**Run 1: signal wires on met3**

The bar under the picture is 20 um long. Cells faint in the background.
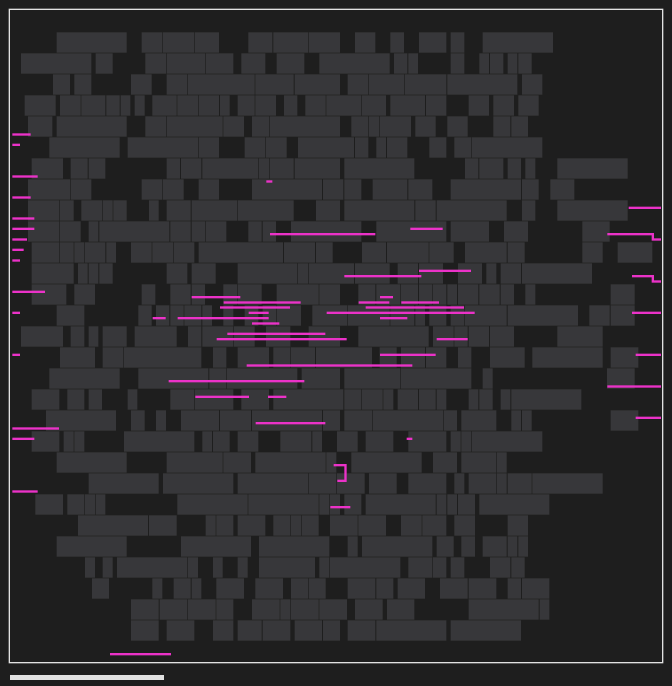
**Run 1: routing congestion**

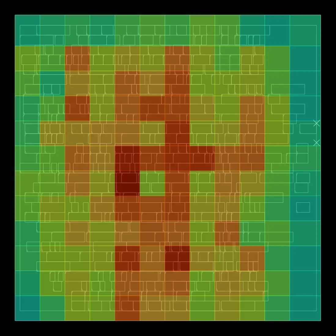
**Run 1: metal 2**

Cells faint in the background.
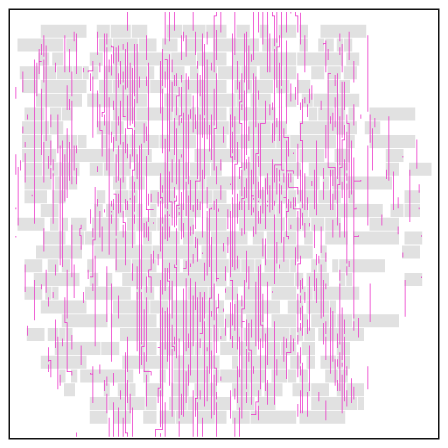
Design eprobe_led_sequencer_flat, sky130hd; sources not shown.
==> impl_metrics.ini, run 1 <==
; yosys + openroad results
[outcome]
status = finished, violations left
violations = DRC, setup timing

[drt]
met1Wirelength_um = 3660
drt_pass1_iterations = 9
final_antenna_net_count = 0
drcViolationCount = 4

[global_routing]
grt_usage = 0.223
grt_pass1_vias = 2575

[sta]
setup_viol = 27
slew_headroom = 0.491
maxSlewViolCount = 0
layout_setup_ws_ps = -68.1
period_minus_slack_ps = 2120
hold_viol_final = 0
worst_slew_pin_slew_ps = 764
whs_ps = 375

[clocking]
cts_tree = built
clk_path_buf_depth = 2
clk_pin_slew_ps = 80
cts_buffers = 5
h-tree-depth = 2

[layout]
stdcell_area_mm2 = 0.00439
diodes = 0
layout-drive-gt1-share = 0.374
syn_to_final_growth_pct = 61.3
fillers = 498

[worst_setup_path]
required_ps = 2130
crit_fanout = 6
worstPathArrival_ps = 2200
worstSetupEndpointType = register
worstSetupStartpointType = input pin

[logic_synthesis]
synthArstFlopShare = 1.00
synth.distinct_cells = 49
yosysWarnings = 0
synthFlopType = dfrtp_1
ys_sh_mux = 0.0667
ys_ff = 45

[place]
place_congestion = 0.896
place_inst = 465
post-place-ws_ps = -834
dp_hpwl_um = 5580

[run]
drv_cap = 0
tool_warnings = 30

[power_and_ir_drop]
irDropWorstVdd_mv = 0.537

[die]
fp-row-count = 29
chipArea_mm2 = 0.00713
fp_util = 0.421
About 'signal wires on met3':
share of all routed wire: 3.7%
main direction: horizontal
nets with wire on the layer: 46
longest straight run: 21.2 um
wire length on this layer: 295 um
routed via count: 2667
met3 usage: 0.0324

About 'routing congestion':
met2 GRT Util: 0.370
wire per inst: 16.4 um

About 'metal 2':
nets with wire on the layer: 409
share of all routed wire: 50%
longest straight run: 44.9 um
WL final: 8040 um

run 1: power breakdown:
group	switching (uW)	internal [uW]	leakage (uW)
Clock	299	398	0.0000585
Combinational	852	881	0.00149
Sequential	233	1160	0.000555
Total	1380	2440	0.00210
run 1: cell type report:
type / count / share of cell area
Inverter: 14 / 0.0148
Sequential cell: 45 / 0.257
Multi-Input combinational cell: 224 / 0.406
Clock inverter: 1 / 0.00685
Timing Repair Buffer: 123 / 0.274
Clock buffer: 7 / 0.0197
Tap cell: 77 / 0.0220
run 1: critical path, stage by stage:
cell and delay, ps:
buf_6 80, inv_4 30, ha_4 250, nand4_1 200, a211oi_4 290, nor4b_4 100, a21oi_4 280, buf_6 190
o21ai_1 120, o2bb2ai_4 140
**Run 1: metal layers overlaid**

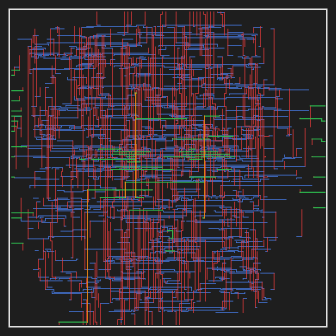

==> run 2, diff against run 1 <==
- SKIP_CTS_REPAIR_TIMING: not set -> 1
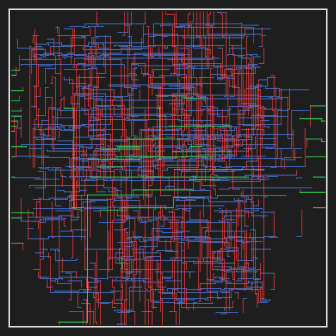
**Above:** run 2 (metal layers overlaid).
legend:
  met1:
    color: blue
    wire_length: 3550 um
  met4:
    color: orange
    wire_length: 74.1 um
  met3:
    color: green
    wire_length: 348 um
  met2:
    color: red
    wire_length: 3960 um
GRT Util Overall: 0.206
routed via count: 2614
wire per inst: 16.3 um
WL final: 7940 um

==> run 2 against run 1 <==
Net effect:
- the flow still finishes with violations (DRC, setup timing)
- synthesized cell count unchanged
- wire length decreased by 1.3%
- die area unchanged
- global-route usage decreased by 1.6 points
- clock power about the same
- total power increased by 1.8%
- core utilization increased by 1.6 points
- synthesized area unchanged
- sequential power about the same
- cell count decreased by 0.61%
- critical endpoint is now u_core.bus_io.led_addr[6]
- largest cell class unchanged
- highest routed layer unchanged
==> impl_metrics.ini, run 2 <==
; yosys + openroad results
[place]
place_congestion = 0.896
dp_hpwl_um = 5580

[outcome]
violations = DRC, setup timing
status = finished, violations left

[layout]
layout-drive-gt1-share = 0.377
comb_cells = 224
seq_area_frac = 0.251
stdcell_area_mm2 = 0.00449

[logic_synthesis]
synth.distinct_cells = 49
yosysWarnings = 0
ys_ff = 45

[worst_setup_path]
path_depth = 11
crit_fanout = 7
max_stage_delay_ps = 350
path_delay_family = AND-OR/OR-AND gates
worstPathArrival_ps = 2260
worstSetupEndpointType = register

[sta]
layout_setup_ws_ps = -130
period_minus_slack_ps = 2180
setup_viol = 38
whs_ps = 381
maxSlewViolCount = 0

[drt]
drcViolationCount = 4
drt_pass1_iterations = 7
final_antenna_net_count = 0

[die]
fp_util = 0.421
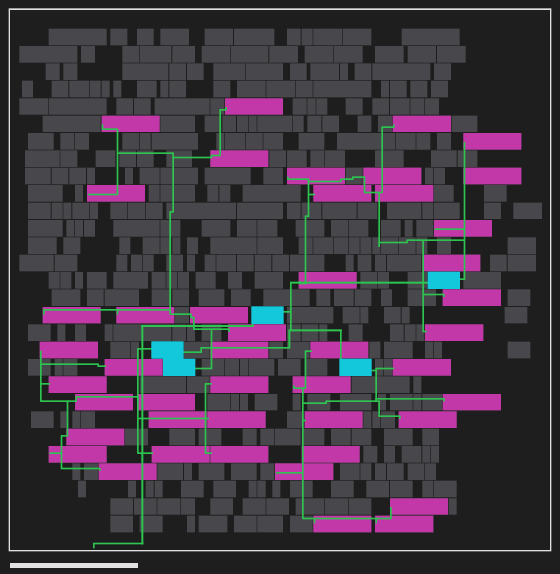
**Above:** run 2 (clock distribution).
The bar under the picture is 20 um long.
legend:
  clock wires:
    color: green
    length: 560 um
  cells driving clock nets:
    color: cyan
    count: 5
  flip-flops:
    color: magenta
    count: 45
routed clock nets: 6
power share of the clock group: 0.180
Clock Power: 699 uW
worst-skew pair later-pin latency: 300 ps

==> run 2: worst register-to-register path, stage by stage, from the launching register on <==
cell and delay [ps]:
dfrtp_1 410, xor2_1 170, nor4_1 370, nand4_1 160, and2_4 210, nor2_8 210, clkbuf_16 190, mux2i_1 170
==> run 2: metrics by stage <==
| stage | util | setup TNS [ps] | setup WS, ps | power (uW) | cells |
|---|---|---|---|---|---|
| 2_1_floorplan | - | -1300 | -185 | 2290 | 299 |
| 3_3_place_gp | 0.594 | -28260 | -778 | 2890 | 465 |
| 3_5_place_dp | 0.594 | -30820 | -834 | 2930 | 465 |
| 4_1_cts | 0.612 | -18150 | -518 | 3630 | 473 |
| 5_1_grt | 0.695 | -5080 | -182 | 4130 | 488 |
| 6_report | 0.695 | -3440 | -130 | 3890 | 488 |
No activity file was given, so power comes from the tool's default toggle rates.
